## src/rtl/hazard_stall_unit.sv

```systemverilog
// Pipeline hazard/stall control: load-use or RAW stall, branch flush and SRAM wait freeze.
// Define HAZARD_FORWARDING_EN when EX has a forwarding unit (only load-use stalls).
module hazard_stall_unit #(
    parameter int unsigned MEM_WAIT_CYCLES = 5,
    parameter int unsigned CNT_W           = 4
) (
    input  logic             clk,
    input  logic             rst,
    input  logic [3:0]       id_src1_addr,
    input  logic [3:0]       id_src2_addr,
    input  logic             id_src1_valid,
    input  logic             id_src2_valid,
    input  logic [3:0]       ex_dest_reg,
    input  logic             ex_wb_enable,
    input  logic             ex_mem_read_en,
    input  logic [3:0]       mem_dest_reg,
    input  logic             mem_wb_enable,
    input  logic             branch_taken,
    input  logic             mem_req,
    input  logic             perf_clr,
    output logic             hazard_freeze,
    output logic             pipe_freeze,
    output logic             if_flush,
    output logic             id_flush,
    output logic             sram_ready,
    output logic [15:0]      stall_cycles
);

    localparam logic [1:0] StIdle = 2'd0;
    localparam logic [1:0] StBusy = 2'd1;
    localparam logic [1:0] StDone = 2'd2;

    // BUSY spans MEM_WAIT_CYCLES-2 cycles so the request cycle plus BUSY plus DONE
    // add up to exactly MEM_WAIT_CYCLES.
    localparam logic [CNT_W-1:0] CntLoad =
        (MEM_WAIT_CYCLES > 3) ? CNT_W'(MEM_WAIT_CYCLES - 3) : '0;

    logic [1:0]       state_q, state_d;
    logic [CNT_W-1:0] cnt_q, cnt_d;
    logic [15:0]      stall_q, stall_d;

    logic ex_hit1, ex_hit2;
    logic load_use;
    logic hz;

    // Memory-wait FSM
    always_comb begin
        state_d = state_q;
        cnt_d   = cnt_q;
        case (state_q)
            StIdle: begin
                if (mem_req) begin
                    if (MEM_WAIT_CYCLES == 2) begin
                        state_d = StDone;
                    end else begin
                        state_d = StBusy;
                        cnt_d   = CntLoad;
                    end
                end
            end
            StBusy: begin
                if (cnt_q == '0) begin
                    state_d = StDone;
                end else begin
                    cnt_d = cnt_q - CNT_W'(1);
                end
            end
            StDone: begin
                // A request seen here still belongs to the completing access.
                state_d = StIdle;
            end
            default: begin
                state_d = StIdle;
            end
        endcase
    end

    always_ff @(posedge clk or negedge rst) begin
        if (!rst) begin
            state_q <= StIdle;
            cnt_q   <= '0;
        end else begin
            state_q <= state_d;
            cnt_q   <= cnt_d;
        end
    end

    // Hazard detection
    assign ex_hit1  = id_src1_valid && (id_src1_addr == ex_dest_reg);
    assign ex_hit2  = id_src2_valid && (id_src2_addr == ex_dest_reg);
    assign load_use = ex_mem_read_en && ex_wb_enable && (ex_hit1 || ex_hit2);

`ifdef HAZARD_FORWARDING_EN
    assign hz = load_use;
`else
    logic mem_hit1, mem_hit2;
    assign mem_hit1 = id_src1_valid && (id_src1_addr == mem_dest_reg);
    assign mem_hit2 = id_src2_valid && (id_src2_addr == mem_dest_reg);
    // Without forwarding any pending write-back to a source register must stall.
    assign hz = load_use
             || (ex_wb_enable && (ex_hit1 || ex_hit2))
             || (mem_wb_enable && (mem_hit1 || mem_hit2));
`endif

    // Output priority: memory freeze, then branch flush, then hazard stall.
    always_comb begin
        pipe_freeze   = ((state_q == StIdle) && mem_req) || (state_q == StBusy);
        sram_ready    = (state_q == StDone);
        hazard_freeze = 1'b0;
        if_flush      = 1'b0;
        id_flush      = 1'b0;
        if (!pipe_freeze) begin
            if (branch_taken) begin
                if_flush = 1'b1;
                id_flush = 1'b1;
            end else if (hz) begin
                hazard_freeze = 1'b1;
                id_flush      = 1'b1;
            end
        end
    end

    // Saturating stall-cycle counter
    always_comb begin
        stall_d = stall_q;
        if (perf_clr) begin
            stall_d = '0;
        end else if ((pipe_freeze || hazard_freeze) && (stall_q != 16'hFFFF)) begin
            stall_d = stall_q + 16'd1;
        end
    end

    always_ff @(posedge clk or negedge rst) begin
        if (!rst) begin
            stall_q <= '0;
        end else begin
            stall_q <= stall_d;
        end
    end

    assign stall_cycles = stall_q;

endmodule

```

## config.mk

```make
export PLATFORM = sky130hd
export DESIGN_NAME = hazard_stall_unit
export DESIGN_NICKNAME = d
export VERILOG_FILES = /design/src/rtl/hazard_stall_unit.sv
export SDC_FILE = /design/constraint.sdc
export NUM_CORES = 1
export LEC_CHECK = 0
export CORE_MARGIN = 5
export CORE_UTILIZATION = 51
export DETAILED_ROUTE_END_ITERATION = 16
export PLACE_DENSITY = 0.95
export SETUP_SLACK_MARGIN = 0.5
export SYNTH_ARGS = -nofsm -noshare
export SYNTH_HDL_FRONTEND = slang
export SYNTH_SLANG_ARGS = --single-unit
```

## constraint.sdc

```tcl
create_clock -name clk -period 5.7 [get_ports clk]
set_clock_uncertainty 0.1 [all_clocks]
set_input_delay 0.855 -clock clk [delete_from_list [all_inputs] [get_ports clk]]
set_output_delay 0.855 -clock clk [all_outputs]
set_load 0.02 [all_outputs]
```

==> flow_summary.toml <==
# synthesis and place-and-route metrics
[run_status]
status = "completed"

[cts]
h-tree-depth = 1
cts_tree = "done"
path_clk_slew_ns = 0.11
post-cts-setup-buffers = 0
root_buffer = "clkbuf_4"
clock_path_buffers = 2
holdBufCountCts = 0
insertion_delay_ns = 0.31
cts_resized = 0

[route]
wl_met1_um = 1590
drtAntennaViolNets = 0
top_layer_used = "met4"
wl_met3_um = 297
met2_wirelength_um = 1790
route.detailed.drc = 0
firstDrtPassIters = 4
via_per_inst = 5.53
drtIter0Drc = 47

[floorplan]
placementRows = 20
fp_util_pct = 53.5
fp.dieArea_um2 = 4470
io_pins = 47
die_h_um = 66.8
core-area_um2 = 3080
chipWidth_um = 66.8

[place]
dp_hpwl_um = 2850
place_congestion = 0.783
dp_cells = 258
placed_area_um2 = 2120
numPortBuffers = 45
place_ws_ns = 1.73

[finish]
post-route-cell-area_um2 = 2140
n_fill_cell = 249
drive_gt1_share_pct = 12.0
n_antenna_cell = 0
area_delta_synth_final_pct = 30.1
seq_area_um2 = 551
fin_nets = 248
lay_top_cells = "clkdlybuf4s50_1, nor2_1, dfrtp_1, nor2b_1, mux2_2"
lay_top_count = "clkdlybuf4s50_1"
finalNonFillerCells = 261
logic_area_um2 = 1020

[hold_path]
hold_class = "flip-flop to flip-flop"
min_from = "cnt_q[3]"

[synthesis]
ys_sh_simple_pct = 25.2
synth_area_um2 = 1650
ff_type = "dfrtp_1"
ys_warn_count = 0
synth_cells = 175
async_flop_share_pct = 100
ys_seq_share_pct = 33.4
muxShareOfSynthArea_pct = 10.9
ys_top_logic_family = "simple AND/OR/NAND/NOR gates"
xor_area_share_pct = 8.50
yosys_cells = 175
edf_count = 0
ys_ff = 22
ys_chip_area_um2 = 1650
syn_area_per_cell_um2 = 9.42
synth.distinct_cells = 36
adder_share_pct = 2.28
synthAoiAreaFrac_pct = 15.1
synth_nets = 204

[final_timing]
slew_headroom_pct = 31.6
max_freq_mhz = 253
slew_violations = 0
worst_pin_slew_ns = 1.02
setup_viol = 0
finalCritPeriodShare_pct = 69.2
rsz0062_at_grt = "false"
timing_hold_violations_final = 0
timing.setup.tns_ns = 0
period_needed_ns = 3.95
layout_setup_ws_ns = 1.75

[setup_path]
crit_path_top_delay_cell = "clkdlybuf4s50_1"
reg2reg_from = "stall_cycles[0]"
critPathMaxFanout = 16
required_ns = 4.74
critPathMaxStageDelay_ns = 0.61
critical_path_class = "input pin to output port"
cp_top_family = "buffers and inverters"
worstPathCellList = "clkdlybuf4s50_1 > xnor2_1 > nand3_1 > nor4_2 > o41ai_4 > buf_4 > nor2_1 > clkdlybuf4s50_1"
critPathLaunch = "ex_dest_reg[0]"
worst_setup_path_end_kind = "output port"
critPathLaunchType = "input pin"
critPathBufInv = 3
cp_common_cell = "clkdlybuf4s50_1"
cp.arrival_ns = 2.99

[pwr]
vdd_drop_max_mv = 0.165
p_leak_uw = 0.000866
p_total_uw = 519
p_per_area_nw_per_um2 = 242

[run]
log.warning_count = 28
maxCapViolations = 0

[global_routing]
grt_most_used_layer = "met2"
use_met3_pct = 3.54
grt_pass1_wl_um = 6400
grt_antenna_before_repair = 0
grt_max_degree = 33
overflow = 0
use_met2_pct = 32.4
met1_usage_pct = 22.5
grt_pass1_vias = 1493
==> per-stage QoR <==
step	utilization (%)	hold slack [ns]
5_1_grt	69.7	0.515
6_report	69.7	0.474
3_5_place_dp	68.9	0.448
3_3_place_gp	68.9	0.431
4_1_cts	69.7	0.475
2_1_floorplan	-	0.399
==> state kept, by name, summed over array words and instances (netlist names) <==
register and flops:
stall_cycles 16, cnt_q 4, state_q 2
==> Yosys cell counts, types with 3 or more instances <==
cell | count | area (µm²)
dfrtp_1 | 22 | 551
mux2_2 | 13 | 146
inv_1 | 8 | 30.0
xnor2_1 | 4 | 35.0
nor2b_1 | 15 | 93.8
a2111oi_0 | 3 | 26.3
nand3_1 | 8 | 40.0
xor2_1 | 12 | 105
clkbuf_1 | 5 | 18.8
nor4_2 | 4 | 50.1
o21ai_0 | 5 | 25.0
a211oi_1 | 6 | 45.0
nor2_1 | 24 | 90.1
and3_1 | 3 | 18.8
ha_1 | 3 | 37.5
nand2_1 | 11 | 41.3
==> power by group <==
part / internal (µW) / total (µW) / switching (µW) / leakage, µW
Clock: 24.7 / 69.8 / 45.1 / 0.0000138
Sequential: 183 / 211 / 28.2 / 0.000294
Combinational: 109 / 239 / 130 / 0.000558
Total: 316 / 519 / 203 / 0.000866
==> worst paths after layout <==
path                                        end  slack, ns  cells past startpoint
worst max-delay path              hazard_freeze       1.75                      8
worst min-delay path                   cnt_q[3]       0.47                      1
worst max register to register  stall_cycles[6]       3.22                      5
worst min register to register         cnt_q[3]       0.47                      1
max in group asynchronous       stall_cycles[2]       3.90                      1
min in group asynchronous       stall_cycles[6]       0.99                      1
==> final cells by class <==
cell class	instances	share of cell area, %
inverters	8	1.40
well taps	44	2.57
clock buffers	3	1.05
flip-flops and latches	22	25.7
multi-input cells	137	47.6
repair buffers	47	21.7
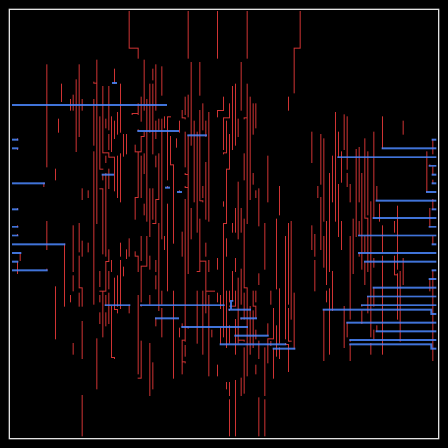
**Above:** routed metal, one colour a layer.
Only two layers are drawn.
| colour | layer | wire length |
|---|---|---|
| blue | M3 | 298 µm |
| red | M2 | 1790 µm |
routed via count: 1444
WL per Instance: 14.3 µm

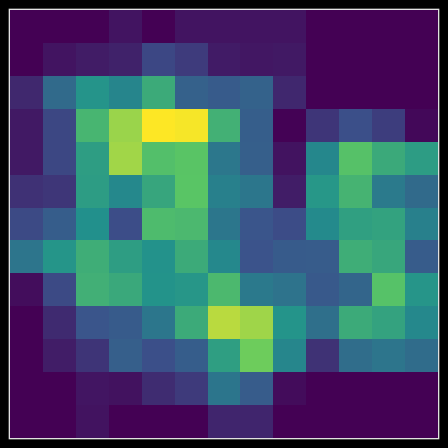
**Above:** signal metal coverage by tile.
13 x 13 tiles, from dark purple (low) to yellow (high), scaled to the fullest tile. Values are wire area over tile area, all layers added.
nearly empty tiles: 21%
emptiest ninth of the die: north-east
tiles over half the peak: 27%
mean over tiles: 0.14
total routed wirelength: 3730 µm
gr usage total: 18.4%

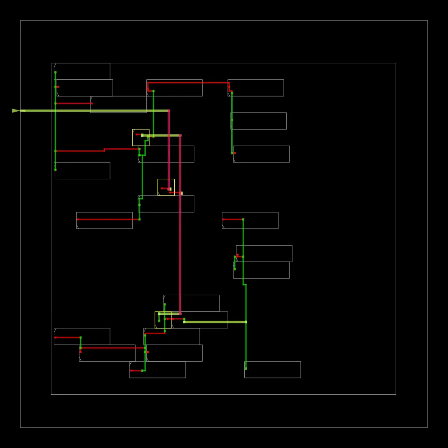
**Above:** clock routing.
clk sinks: 22
CTS buffer count: 3
Layout clock buffers: 3
Seq cells: 22

Power and IR drop assume default switching activity.
